==> images/final_clocks.png <==
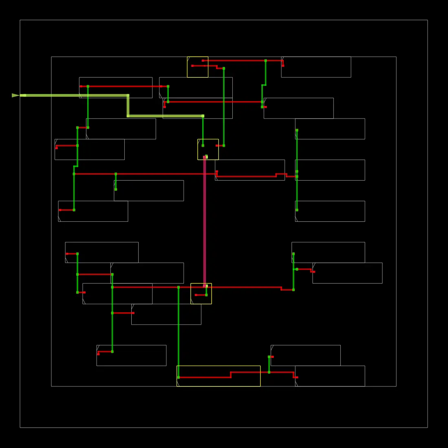
==> images/pins.png <==
Pins as bars across the die edge, other pins in grey.
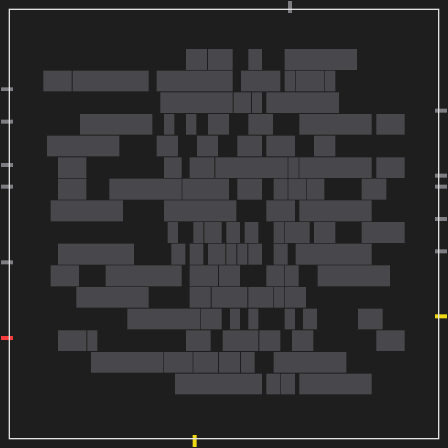
==> images/clock_map.png <==
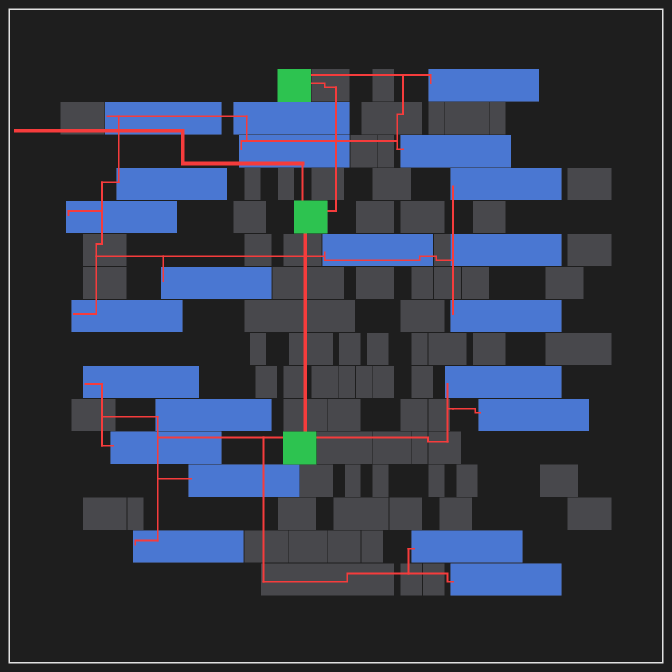
`src/rtl/alert_sender.sv`:
```
// Transmitter side of the differential alert protocol: turns alert requests and pings into
// a four-phase handshake on alert_p/alert_n. Optional fatal mode via ALERT_SENDER_FATAL_EN.
module alert_sender #(
    parameter int unsigned SYNC_STAGES  = 2,
    parameter int unsigned PAUSE_CYCLES = 2
) (
    input  logic       clk_i,
    input  logic       rst_i,
    input  logic       alert_req_i,
    output logic       alert_ack_o,
    output logic       ping_ok_o,
    output logic       integ_fail_o,
    input  logic       ping_p_i,
    input  logic       ping_n_i,
    input  logic       ack_p_i,
    input  logic       ack_n_i,
    output logic       alert_p_o,
    output logic       alert_n_o,
    output logic [1:0] state_dbg_o
);

    typedef enum logic [1:0] {
        IDLE  = 2'd0,
        PH1   = 2'd1,
        PH2   = 2'd2,
        PAUSE = 2'd3
    } state_e;

    localparam logic [3:0] PAUSE_LAST = 4'(PAUSE_CYCLES - 1);

    logic ping_p_s, ping_n_s, ack_p_s, ack_n_s;

    generate
        if (SYNC_STAGES == 0) begin : g_nosync
            assign ping_p_s = ping_p_i;
            assign ping_n_s = ping_n_i;
            assign ack_p_s  = ack_p_i;
            assign ack_n_s  = ack_n_i;
        end else begin : g_sync
            logic [SYNC_STAGES-1:0] ping_p_q, ping_n_q, ack_p_q, ack_n_q;

            // Flops reset to the idle encoding so the pairs decode as valid out of reset.
            always_ff @(posedge clk_i or posedge rst_i) begin
                if (rst_i) begin
                    ping_p_q <= '0;
                    ping_n_q <= '1;
                    ack_p_q  <= '0;
                    ack_n_q  <= '1;
                end else begin
                    ping_p_q <= {ping_p_q[SYNC_STAGES-2:0], ping_p_i};
                    ping_n_q <= {ping_n_q[SYNC_STAGES-2:0], ping_n_i};
                    ack_p_q  <= {ack_p_q[SYNC_STAGES-2:0], ack_p_i};
                    ack_n_q  <= {ack_n_q[SYNC_STAGES-2:0], ack_n_i};
                end
            end

            assign ping_p_s = ping_p_q[SYNC_STAGES-1];
            assign ping_n_s = ping_n_q[SYNC_STAGES-1];
            assign ack_p_s  = ack_p_q[SYNC_STAGES-1];
            assign ack_n_s  = ack_n_q[SYNC_STAGES-1];
        end
    endgenerate

    logic ping_valid, ack_valid, ack_on, integ_fail, ping_event;
    logic ping_lvl_q;

    assign ping_valid   = ping_p_s ^ ping_n_s;
    assign ack_valid    = ack_p_s ^ ack_n_s;
    assign ack_on       = ack_valid & ack_p_s;
    assign integ_fail   = ~ping_valid | ~ack_valid;
    assign ping_event   = ping_valid & (ping_p_s != ping_lvl_q);
    assign integ_fail_o = integ_fail;

    state_e     state_q, state_d;
    logic [3:0] cnt_q, cnt_d;
    logic       alert_pend_q, ping_pend_q, is_alert_q;
    logic       start, done, start_alert, start_ping, done_alert, done_ping;
    logic       fatal_q;

`ifdef ALERT_SENDER_FATAL_EN
    always_ff @(posedge clk_i or posedge rst_i) begin
        if (rst_i) begin
            fatal_q <= 1'b0;
        end else if (start_alert) begin
            fatal_q <= 1'b1;
        end
    end
`else
    assign fatal_q = 1'b0;
`endif

    // A fault on either pair freezes the FSM; nothing advances until both pairs are valid.
    always_comb begin
        state_d = state_q;
        cnt_d   = cnt_q;
        start   = 1'b0;
        done    = 1'b0;
        if (!integ_fail) begin
            case (state_q)
                IDLE: begin
                    if (alert_pend_q || alert_req_i || ping_pend_q || ping_event) begin
                        state_d = PH1;
                        start   = 1'b1;
                    end
                end
                PH1: begin
                    if (ack_on) begin
                        state_d = PH2;
                    end
                end
                PH2: begin
                    if (!ack_on) begin
                        state_d = PAUSE;
                        done    = 1'b1;
                        cnt_d   = 4'd0;
                    end
                end
                PAUSE: begin
                    if (cnt_q == PAUSE_LAST) begin
                        if (fatal_q) begin
                            state_d = PH1;
                            start   = 1'b1;
                        end else begin
                            state_d = IDLE;
                        end
                    end else begin
                        cnt_d = cnt_q + 4'd1;
                    end
                end
                default: state_d = IDLE;
            endcase
        end
    end

    assign start_alert = start & (alert_pend_q | alert_req_i | fatal_q);
    assign start_ping  = start & ~start_alert;
    assign done_alert  = done & is_alert_q;
    assign done_ping   = done & ~is_alert_q;

    always_ff @(posedge clk_i or posedge rst_i) begin
        if (rst_i) begin
            state_q    <= IDLE;
            cnt_q      <= 4'd0;
            is_alert_q <= 1'b0;
        end else begin
            state_q <= state_d;
            cnt_q   <= cnt_d;
            if (start) begin
                is_alert_q <= start_alert;
            end
        end
    end

    // Requests still register during a fault so none are lost; they are serviced afterwards.
    always_ff @(posedge clk_i or posedge rst_i) begin
        if (rst_i) begin
            alert_pend_q <= 1'b0;
            ping_pend_q  <= 1'b0;
            ping_lvl_q   <= 1'b0;
        end else begin
            if (start_alert) begin
                alert_pend_q <= 1'b0;
            end else if (alert_req_i) begin
                alert_pend_q <= 1'b1;
            end
            // A completed alert also answers any outstanding ping.
            ping_pend_q <= (ping_pend_q & ~(start_ping | done_alert | fatal_q))
                         | (ping_event & ~start_ping & ~fatal_q);
            if (ping_valid) begin
                ping_lvl_q <= ping_p_s;
            end
        end
    end

    always_ff @(posedge clk_i or posedge rst_i) begin
        if (rst_i) begin
            alert_p_o   <= 1'b0;
            alert_n_o   <= 1'b1;
            alert_ack_o <= 1'b0;
            ping_ok_o   <= 1'b0;
        end else begin
            alert_p_o   <= integ_fail | (state_d == PH1);
            alert_n_o   <= integ_fail | (state_d != PH1);
            alert_ack_o <= done_alert;
            ping_ok_o   <= done_ping;
        end
    end

    assign state_dbg_o = state_q;

endmodule

```
`config.mk`:
```
export PLATFORM = sky130hd
export DESIGN_NAME = alert_sender
export DESIGN_NICKNAME = d
export VERILOG_FILES = /design/src/rtl/alert_sender.sv
export SDC_FILE = /design/constraint.sdc
export NUM_CORES = 1
export LEC_CHECK = 0
export CAP_MARGIN = 20
export CORE_MARGIN = 4
export CORE_UTILIZATION = 45
export DETAILED_ROUTE_END_ITERATION = 6
export GPL_TIMING_DRIVEN = 0
export PLACE_DENSITY = 0.7
export RECOVER_POWER = 50
export SYNTH_ARGS = -nofsm -noshare
export SYNTH_HDL_FRONTEND = slang
export SYNTH_SLANG_ARGS = --single-unit
```
`constraint.sdc`:
```
create_clock -name clk_i -period 2.1 [get_ports clk_i]
set_clock_uncertainty 0.15 [all_clocks]
set_input_delay 0.42 -clock clk_i [delete_from_list [all_inputs] [get_ports clk_i]]
set_output_delay 0.42 -clock clk_i [all_outputs]
set_load 0.05 [all_outputs]
```
==> out/metrics.csv <==
metric,value,unit
setup-violations-final,0,
crit_path_end,integ_fail_o,
edf_count,0,
p_int,0.7818,mW
start_kind,flop,
critical_path_class,reg -> out,
min_to,g_sync.ack_p_q[1]$_DFF_PP0_,
grt_pass1_wl,2822,um
rsz0062_at_grt,true,
yosys-stat-area,944.7,um2
dp.cells,122,
warnings,29,
path_max_fanout,5,
fa_ha_area_frac,0.03974,
slew_viol_final,0,
synth_flops,22,
wl_met1,765,um
clk_path_buf_depth,2,
flop_cell,dfrtp_1,
dp_hpwl,1181,um
cts_setup_buffers,0,
outcome,"complete, no violations",
wl_per_cell,12.68,um
regArea,556.8,um2
sequentialPower,0.527,mW
finalNonFillerCells,129,
synth_stat.cells,82,
largest_reg_flops,4,
r2r-start,g_sync.ack_n_q[1]$_DFF_PP1_,
max_freq,0.4845,GHz
avgSynthCellArea,11.52,um2
syn_area,944.7,um2
cp-end-kind,primary output,
antenna_found_initial,0,
async_flop_share,1.000,
synth.logic.top_family,simple AND/OR/NAND/NOR gates,
routed_wl,1636,um
relSlewSlack,0.4770,
Back to the opening pictures, final_clocks.png:
Insertion Delay late pin: 0.32 ns
CTS Buf Count: 3
clock buffers: 3
number of flip-flops and latches: 22
CTS Sinks: 22

Back to the opening pictures, pins.png:
colour	port	pins	direction	edge
yellow	state_dbg_o	2	output	1 right, 1 bottom
red	rst_i	1	input	left
all pins by edge	6 left, 6 right, 1 top, 1 bottom

Back to the opening pictures, clock_map.png:
[green] cells driving clock nets | count: 3
[blue] flip-flops | count: 22
[red] clock wires | length: 269 um
routed clock nets	4
clock network power: 0.329 mW
clock share of power: 0.298

[placed cells by master (no fill, tap or decap), drive strengths merged, types with 2 or more instances in the layout]
cell type	synthesis	layout
nand3	5	5
ha	3	3
nand2	4	4
dfstp	5	5
o21ai	4	4
buf	1	5
o41ai	4	4
a21oi	4	4
inv	8	8
nor3	2	2
clkbuf	1	4
dlygate4sd2	0	2
dfrtp	17	17
nor2	4	4
dlygate4sd3	0	5
or4	2	2
or2	2	2
o31ai	2	2
clkdlybuf4s50	0	5
[critical path, stage by stage, from the launching register on]
cell	delay, ns
dfstp_2	0.55
inv_2	0.04
ha_4	0.21
a21oi_4	0.17
inv_4	0.07
buf_8	0.15
Power and IR drop assume default switching activity.
